## config.mk

```make
export PLATFORM = sky130hd
export DESIGN_NAME = dcm_ps_responder
export DESIGN_NICKNAME = d
export VERILOG_FILES = /design/src/rtl/dcm_ps_pkg.sv /design/src/rtl/dcm_ps_lfsr8.sv /design/src/rtl/dcm_ps_responder.sv
export SDC_FILE = /design/constraint.sdc
export NUM_CORES = 1
export LEC_CHECK = 0
export CAP_MARGIN = 20
export CORE_ASPECT_RATIO = 1.2
export CORE_MARGIN = 2
export CORE_UTILIZATION = 55
export CTS_BUF_LIST = sky130_fd_sc_hd__clkbuf_8
export DETAILED_ROUTE_END_ITERATION = 7
export PLACE_DENSITY = 0.82
export SYNTH_ARGS = -nofsm -noshare
export SYNTH_HDL_FRONTEND = slang
export SYNTH_SLANG_ARGS = --single-unit
```

## constraint.sdc

```tcl
create_clock -name clk_i -period 3.24 [get_ports clk_i]
set_input_delay 0.324 -clock clk_i [delete_from_list [all_inputs] [get_ports clk_i]]
set_output_delay 0.324 -clock clk_i [all_outputs]
set_load 0.02 [all_outputs]
```

## src/rtl/dcm_ps_pkg.sv

```systemverilog
// Shared types and constants for the DCM phase-shift responder.
package dcm_ps_pkg;

  typedef enum logic [1:0] {
    IDLE = 2'd0,
    BUSY = 2'd1,
    DONE = 2'd2
  } ps_state_e;

  localparam int PS_STAT_OVF  = 0;
  localparam int PS_STAT_BUSY = 1;

  localparam logic [7:0] PS_LFSR_SEED = 8'hA5;
  localparam logic [7:0] PS_LFSR_TAPS = 8'hB8;

  localparam int PHASE_W  = 9;
  localparam int PS_CNT_W = 9;

  // Right-shifting Galois step: the bit shifted out folds the taps back in.
  function automatic logic [7:0] lfsr8_next(input logic [7:0] s);
    logic [7:0] n;
    n = {1'b0, s[7:1]};
    if (s[0]) begin
      n = n ^ PS_LFSR_TAPS;
    end else begin
      n = n;
    end
    return n;
  endfunction

endpackage

```

## src/rtl/dcm_ps_lfsr8.sv

```systemverilog
// 8-bit Galois LFSR with advance enable; supplies per-request latency jitter.
module dcm_ps_lfsr8
  import dcm_ps_pkg::*;
(
  input  logic       clk_i,
  input  logic       reset_n_i,
  input  logic       adv_i,
  output logic [7:0] state_o
);

  logic [7:0] lfsr_q;
  logic [7:0] lfsr_d;

  // Next LFSR value: step only when a request is accepted.
  always_comb begin
    lfsr_d = lfsr_q;
    if (adv_i) begin
      lfsr_d = lfsr8_next(lfsr_q);
    end else begin
      lfsr_d = lfsr_q;
    end
  end

  // LFSR register, reseeded on reset.
  always_ff @(posedge clk_i or negedge reset_n_i) begin
    if (!reset_n_i) begin
      lfsr_q <= PS_LFSR_SEED;
    end else begin
      lfsr_q <= lfsr_d;
    end
  end

  assign state_o = lfsr_q;

endmodule

```

## src/rtl/dcm_ps_responder.sv

```systemverilog
// Responder emulating the DCM_SP variable phase-shift port (PSEN/PSDONE/STATUS).
// Optional latency jitter is enabled by defining DCMPS_RESP_JITTER_EN.
module dcm_ps_responder #(
  parameter int PS_LATENCY = 12,
  parameter int PS_MAX     = 255
) (
  input  logic       clk_i,
  input  logic       reset_n_i,
  input  logic       locked_i,
  input  logic       psen_i,
  input  logic       psincdec_i,
  output logic       psdone_o,
  output logic [7:0] status_o,
  output logic [8:0] phase_o,
  output logic       err_o
);
  import dcm_ps_pkg::*;

  localparam logic signed [PHASE_W-1:0]  PH_MAX_S = PHASE_W'(PS_MAX);
  localparam logic signed [PHASE_W-1:0]  PH_MIN_S = -PH_MAX_S;
  localparam logic        [PS_CNT_W-1:0] CNT_LOAD = PS_CNT_W'(PS_LATENCY - 2);

  ps_state_e                   state_q;
  logic [PS_CNT_W-1:0]         cnt_q;
  logic                        dir_q;
  logic                        psdone_q;
  logic                        err_q;
  logic signed [PHASE_W-1:0]   phase_q;
  logic signed [PHASE_W-1:0]   phase_d;
  logic                        accept_s;
  logic [2:0]                  extra_s;
  logic [7:0]                  status_s;

  assign accept_s = psen_i && locked_i && (state_q == IDLE);

`ifdef DCMPS_RESP_JITTER_EN
  logic [7:0] lfsr_s;

  dcm_ps_lfsr8 u_lfsr (
    .clk_i     (clk_i),
    .reset_n_i (reset_n_i),
    .adv_i     (accept_s),
    .state_o   (lfsr_s)
  );

  assign extra_s = lfsr_s[2:0];
`else
  assign extra_s = 3'd0;
`endif

  // Saturating phase step applied when the shift completes.
  always_comb begin
    phase_d = phase_q;
    if (dir_q) begin
      if (phase_q < PH_MAX_S) begin
        phase_d = phase_q + 9'sd1;
      end else begin
        phase_d = phase_q;
      end
    end else begin
      if (phase_q > PH_MIN_S) begin
        phase_d = phase_q - 9'sd1;
      end else begin
        phase_d = phase_q;
      end
    end
  end

  // Handshake FSM: IDLE -> BUSY (counted) -> DONE (pulse + phase update).
  always_ff @(posedge clk_i or negedge reset_n_i) begin
    if (!reset_n_i) begin
      state_q  <= IDLE;
      cnt_q    <= '0;
      dir_q    <= 1'b0;
      psdone_q <= 1'b0;
      err_q    <= 1'b0;
      phase_q  <= '0;
    end else begin
      psdone_q <= 1'b0;
      if (psen_i && !accept_s) begin
        err_q <= 1'b1;
      end
      case (state_q)
        IDLE: begin
          if (accept_s) begin
            dir_q   <= psincdec_i;
            cnt_q   <= CNT_LOAD + {{(PS_CNT_W-3){1'b0}}, extra_s};
            state_q <= BUSY;
          end
        end
        BUSY: begin
          if (cnt_q == '0) begin
            state_q  <= DONE;
            psdone_q <= 1'b1;
            phase_q  <= phase_d;
          end else begin
            cnt_q <= cnt_q - PS_CNT_W'(1);
          end
        end
        DONE: begin
          state_q <= IDLE;
        end
        default: begin
          state_q <= IDLE;
        end
      endcase
    end
  end

  // Status bus: limit flag from the phase register, busy from the state.
  always_comb begin
    status_s               = 8'h00;
    status_s[PS_STAT_OVF]  = (phase_q == PH_MAX_S) || (phase_q == PH_MIN_S);
    status_s[PS_STAT_BUSY] = (state_q == BUSY) || (state_q == DONE);
  end

  assign psdone_o = psdone_q;
  assign status_o = status_s;
  assign phase_o  = phase_q;
  assign err_o    = err_q;

endmodule

```

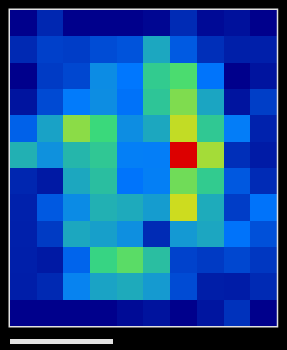
Fig. 1. Routed metal per tile.
Scale bar: 20 um. The die is cut into 10 by 12 equal tiles; dark blue is low, red is high, scaled to the fullest tile. Values are wire area over tile area, all layers added.
nearly empty tiles: 12%
fullest tile: 0.64
densest ninth of the die: centre
mean over tiles: 0.14
tiles over half the peak: 7.5%
WL/cell: 13.90 um
routed wire length: 2906 um
total track usage: 20.19%

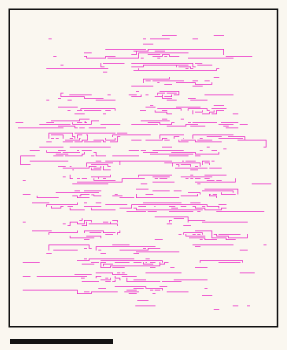
Fig. 2. Metal 1.
Scale bar: 20 um.
main direction: horizontal
wire length on this layer: 1280 um
met1 usage: 24.49%
routed via count: 1200

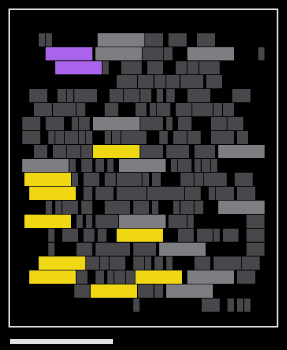
Fig. 3. Sequential cells grouped by signal name.
Scale bar: 20 um. Other sequential cells in the stronger grey, the rest of the logic in the fainter grey.
[cnt_q] yellow | placed flops: 9
[state_q] purple | placed flops: 2
not coloured: 12
seq pwr: 0.287 mW
Seq/total area: 32.62%

==> results.toml <==
# implementation run metrics
[power]
p_comb_share_pct = 4.1
power_leakage_nw = 0.8489

[synth]
ys_sh_aoi_pct = 16.64
top_cells_by_count = "dfrtp_1, nor2_1, inv_1"
synth_stat.cells = 156
synthArstFlopShare_pct = 100.0
yosysTopAreaCell = "dfrtp_1"
yosys.stat.seqShare_pct = 37.89
synth.area.mux_share_pct = 4.942

[floorplanning]
rows = 20
dieArea_um2 = 3200

[layout]
clk_share_pct = 2.766
final_layout_size_suffix_gt1_share_pct = 7.386
clockBufferCount = 3
inv_count = 12
logic_gate_count = 119
largest_cell_class = "combinational gates"

[cts]
numCtsBuffers = 3
clk_pin_slew_worst_paths_ps = 90
cts_resized = 0

[run_status]
status = "finished clean"

[global_route]
grt_max_degree = 24

[worst_setup_path]
cp-start-kind = "flip-flop"
r2r_end = "phase_o[7]$_DFFE_PN0P_"

[timing]
slew_violations = 0
setup-tns-final_ps = 0

[min_path]
hp-class = "in2async"

[placement]
io_buffers = 17
-- worst max-delay path, delay by kind of cell (launching register included) --
kind,cells,cell delay [ps]
and+or+nand+nor,2,650
AOI/OAI and AO/OA,1,100
DFF,1,430
buffers and inverters,1,660
-- sequential cells by signal (all words and copies together), names as in the netlist --
signal	count
psdone_o	1
err_o	1
state_q	2
phase_o	9
dir_q	1
cnt_q	9
-- routing by layer --
layer | wire length (um) | up-vias | track usage [%]
li1 | - | 584 | -
met1 | 1279 | 583 | 24.49
met2 | 1471 | 27 | 35.08
met3 | 87 | 6 | 3.155
met4 | 68 | 0 | 9.774
met5 | 0 | - | 0
No activity file was given, so power comes from the tool's default toggle rates.
